<file path="src/rtl/boom_trace_pkg.sv">
// boom_trace_pkg: trace-buffer geometry shared by the trace writer and the drain engine
package boom_trace_pkg;
  localparam logic [31:0] BOOM_TRACE_BASEADDR = 32'h0010_0000;
  localparam int BOOM_TRACE_SIZE = 'h8000;
  localparam int BOOM_MEM_DATA_SIZE = 128;
  localparam int BOOM_MEM_ADDR_SIZE = 32;
  localparam int TRACEMEM_DATAWIDTH = 173;
  localparam int ROW_BYTES = 32;
  localparam int ROW_LOG2 = 5;
  localparam int ROWS = BOOM_TRACE_SIZE >> ROW_LOG2;
  localparam int AW = $clog2(ROWS);
  typedef enum logic [1:0] {IDLE, RUN, FLUSH, DONE} drain_state_e;
endpackage

</file>
<file path="src/rtl/boom_trace_drain_fifo.sv">
// boom_trace_drain_fifo: 2-entry beat buffer (data plus last flag) with synchronous clear
module boom_trace_drain_fifo
  import boom_trace_pkg::*;
#(
  parameter int W = BOOM_MEM_DATA_SIZE + 1
) (
  input  logic         clk_i,
  input  logic         reset_i,
  input  logic         clear,
  input  logic         push,
  input  logic         pop,
  input  logic [W-1:0] wdata,
  output logic [W-1:0] rdata,
  output logic         valid,
  output logic [1:0]   level
);
  logic [W-1:0] mem [2];
  logic wp, rp;
  always_ff @(posedge clk_i or posedge reset_i)
    if (reset_i) begin
      wp <= 1'b0;
      rp <= 1'b0;
      level <= 2'd0;
    end else if (clear) begin
      wp <= 1'b0;
      rp <= 1'b0;
      level <= 2'd0;
    end else begin
      wp <= wp ^ push;
      rp <= rp ^ pop;
      level <= level + 2'(push) - 2'(pop);
    end
  always_ff @(posedge clk_i)
    if (push && !clear) mem[wp] <= wdata;
  // Empty head reads as zero so the stream outputs are clean out of reset
  assign valid = level != 2'd0;
  assign rdata = valid ? mem[rp] : '0;
endmodule

</file>
<file path="src/rtl/boom_trace_drain.sv">
// boom_trace_drain: reads every valid trace row oldest-first and streams each row as two 128-bit beats
module boom_trace_drain
  import boom_trace_pkg::*;
(
  input  logic                          clk_i,
  input  logic                          reset_i,
  input  logic                          start_i,
  input  logic                          abort_i,
  input  logic [BOOM_MEM_ADDR_SIZE-1:0] trace_ptr_i,
  input  logic [BOOM_MEM_ADDR_SIZE-1:0] trace_count_i,
  output logic                          busy_o,
  output logic                          done_o,
  output logic [AW:0]                   rows_sent_o,
  output logic                          mem_en_o,
  output logic [BOOM_MEM_ADDR_SIZE-1:0] mem_addr_o,
  input  logic [BOOM_MEM_DATA_SIZE-1:0] mem_rdata_i,
  output logic                          out_valid_o,
  input  logic                          out_ready_i,
  output logic [BOOM_MEM_DATA_SIZE-1:0] out_data_o,
  output logic                          out_last_o
);
  drain_state_e state, state_nxt;
  logic [AW-1:0] row;
  logic [AW+1:0] reads_left;
  logic [AW:0] n;
  logic [1:0] level;
  logic half, inflight, inflight_last, beat_half, issue, fire, unused_ok;
  assign unused_ok = &{1'b0, trace_ptr_i[BOOM_MEM_ADDR_SIZE-1:AW]};
  assign n = trace_count_i > 32'(ROWS) ? (AW+1)'(ROWS) : trace_count_i[AW:0];
  assign fire = out_valid_o && out_ready_i;
  // A beat leaving this cycle frees its slot, keeping full throughput with at most two reads held
  assign issue = state == RUN && !abort_i && (level + {1'b0, inflight} - {1'b0, fire}) < 2'd2;
  always_ff @(posedge clk_i or posedge reset_i)
    if (reset_i) state <= IDLE;
    else state <= state_nxt;
  always_comb begin
    state_nxt = state;
    case (state)
      IDLE: state_nxt = start_i ? (n == '0 ? DONE : RUN) : IDLE;
      RUN: state_nxt = issue && reads_left == (AW+2)'(1) ? FLUSH : RUN;
      FLUSH: state_nxt = !inflight && level == {1'b0, fire} ? DONE : FLUSH;
      DONE: state_nxt = IDLE;
      default: state_nxt = IDLE;
    endcase
    if (abort_i) state_nxt = IDLE;
  end
  always_comb begin
    busy_o = state == RUN || state == FLUSH;
    done_o = state == DONE;
    mem_en_o = issue;
    mem_addr_o = BOOM_TRACE_BASEADDR + 32'({row, half, 4'b0000});
  end
  always_ff @(posedge clk_i or posedge reset_i)
    if (reset_i) begin
      row <= '0;
      half <= 1'b0;
      reads_left <= '0;
      inflight <= 1'b0;
      inflight_last <= 1'b0;
      beat_half <= 1'b0;
      rows_sent_o <= '0;
    end else begin
      inflight <= issue;
      inflight_last <= issue && reads_left == (AW+2)'(1);
      if (state == IDLE && start_i && !abort_i) begin
        row <= trace_ptr_i[AW-1:0] - n[AW-1:0];
        half <= 1'b0;
        reads_left <= {n, 1'b0};
        beat_half <= 1'b0;
        rows_sent_o <= '0;
      end else begin
        if (issue) begin
          row <= row + AW'(half);
          half <= ~half;
          reads_left <= reads_left - (AW+2)'(1);
        end
        if (fire) begin
          beat_half <= ~beat_half;
          rows_sent_o <= rows_sent_o + (AW+1)'(beat_half);
        end
      end
    end
  boom_trace_drain_fifo u_fifo (
    .clk_i  (clk_i),
    .reset_i(reset_i),
    .clear  (abort_i),
    .push   (inflight),
    .pop    (fire),
    .wdata  ({inflight_last, mem_rdata_i}),
    .rdata  ({out_last_o, out_data_o}),
    .valid  (out_valid_o),
    .level  (level)
  );
endmodule

</file>
<file path="config.mk">
export PLATFORM = sky130hd
export DESIGN_NAME = boom_trace_drain
export DESIGN_NICKNAME = d
export VERILOG_FILES = /design/src/rtl/boom_trace_pkg.sv /design/src/rtl/boom_trace_drain_fifo.sv /design/src/rtl/boom_trace_drain.sv
export SDC_FILE = /design/constraint.sdc
export NUM_CORES = 1
export LEC_CHECK = 0
export ABC_AREA = 1
export CELL_PAD_IN_SITES_DETAIL_PLACEMENT = 1
export CELL_PAD_IN_SITES_GLOBAL_PLACEMENT = 1
export CORE_UTILIZATION = 37
export DETAILED_ROUTE_END_ITERATION = 7
export GPL_TIMING_DRIVEN = 0
export PLACE_DENSITY_LB_ADDON = 0.1
export SKIP_LAST_GASP = 1
export SYNTH_ARGS = -nofsm -noshare
export SYNTH_HDL_FRONTEND = slang
export SYNTH_HIERARCHICAL = 1
export SYNTH_SLANG_ARGS = --single-unit
</file>
<file path="constraint.sdc">
create_clock -name clk_i -period 10.8 [get_ports clk_i]
set_clock_uncertainty 0.1 [all_clocks]
set_input_delay 1.08 -clock clk_i [delete_from_list [all_inputs] [get_ports clk_i]]
set_output_delay 1.08 -clock clk_i [all_outputs]
set_load 0.01 [all_outputs]
</file>
### Met3 routing

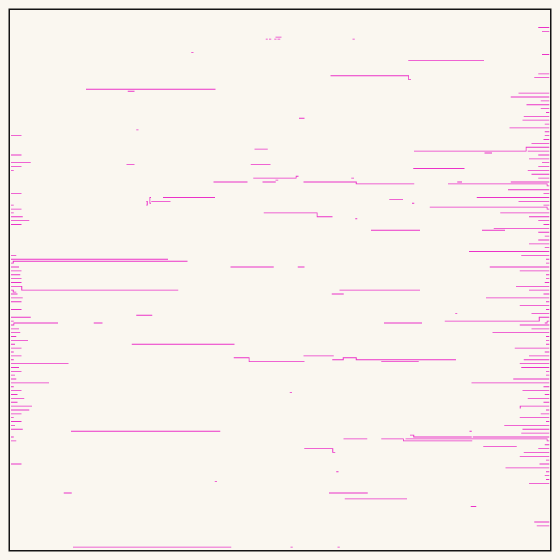
The layer carries 2040 um of wire. The wires run mostly horizontal. The layer holds 5.4% of the routed length.
Post-Route WL: 37500 um
fraction of met3 tracks used by global routing: 3.74%
vias post-DR: 9901

### Supply network

Bar = 50 um. Pins as bars on the die edge.
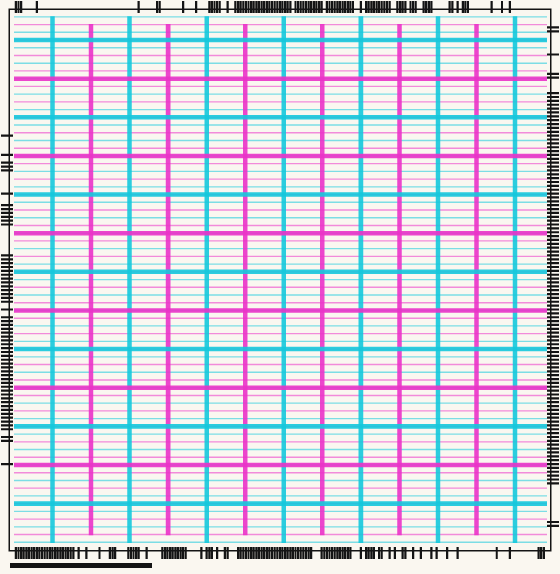
Cyan stands for VSS. Magenta stands for VDD.
373 signal pins sit on the boundary. 13 straps on met5. 13 straps on met4. 69 met1 rails follow the rows. The core has 68 rows.
standard cell core area: 34700 sq um
die height: 190 um
Peak supply drop: 0.0963 mV

### Metal 2

Bar = 50 um.
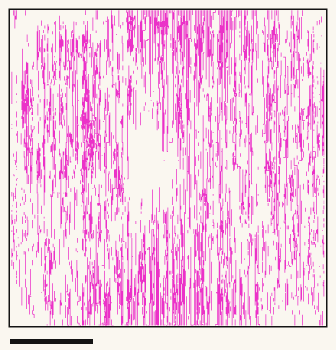
The layer holds 52% of the routed length. The wires run mostly vertical.
met2 track demand over resource: 36.6%

==> Slide: Implementation Results <==
Synthesis and Place & Route Summary

Status
  • Outcome: finished, final reports clean

Yosys
  • Adder share: 2.35%
  • Seq cells post-synth: 301
  • Post-synth EDFFs: 258
  • Yosys simple share: 14.7%
  • Number of library cell types mapped by synthesis: 47
  • Synth logic family: simple AND/OR/NAND/NOR gates
  • Parity-gate share of the synthesized area counting xor and xnor cells: 0.870%
  • Cell count listed in synth_stat.txt: 1160

Layout
  • Post-route non-filler standard cell count: 2040
  • Registers with the highest flip-flop counts: u_fifo/mem (258), reads_left (12), rows_sent_o (11)
  • Post-synthesis to final-layout area growth: 40.6%
  • Post-Route Utilization: 53.0%
  • Dominant kind of cell: sequential cells
  • Signal buf overhead: 22.4%
  • Antenna diode count: 6
  • Layout cells sized above 1: 10.1%
  • Non-clock buffer total of the final layout: 414
  • Final std cell area, no fill: 18400 sq um

Route
  • First-pass detailed-route iteration total: 5

Power
  • Net load switching power: 1.25 mW
  • PD cells: 210 nW/um^2
  • Net switching fraction of the power: 32.3%

Global routing
  • Remaining global-route overflow: 0
  • Wire length of the first global-routing pass: 57300 um
  • Global routing's busiest layer: met2

Die
  • Count of inserted tapcells: 455
  • Width of the die: 190 um
  • Placement Rows: 68
  • IO Count: 373

Clock network
  • Clock input transition at the sequential cells of the worst setup and hold paths: 0.06 ns
  • Count of hold-fix buffers inserted at cts: 0
  • CTS sink count: 301
  • Maximum number of buffers from clock root to sink: 3

Critical path
  • Type of the worst setup path: reg -> out
  • CP Depth: 13
  • Number of buffers and inverters on the critical path: 7

Hold path
  • Hold Crit Class: reg -> reg
  • Depth of the worst hold-timing path: 0

Timing
  • Slew HR: 52.5%
  • Setup repair after global routing missed its margin: no
  • Upper clock frequency limit: 191 MHz

Placed design
  • Routability congestion estimate from global placement: 0.844
### Metal layers overlaid

Bar = 50 um. Two of the layers only.
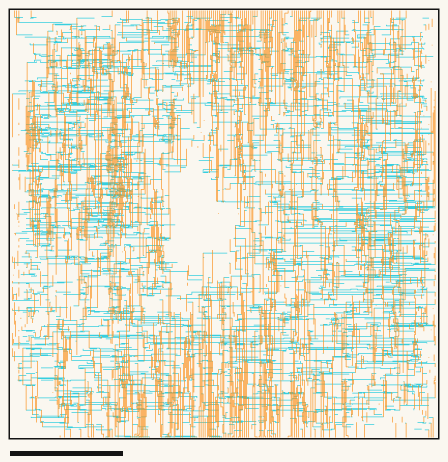
Orange stands for met2, wire length 19400 um. Cyan stands for met1, wire length 15300 um.
wire per inst: 18.4 um
GRT Overall Usage: 20.6%

### Clock wiring as the flow saved it

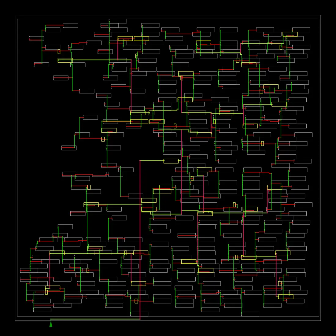
clock insertion delay at the later pin of the skew report: 0.49 ns
sequential cell count of the final layout: 301
clock network power: 1.08 mW
number of buffers created by CTS: 34

No activity file was given, so power comes from the tool's default toggle rates.
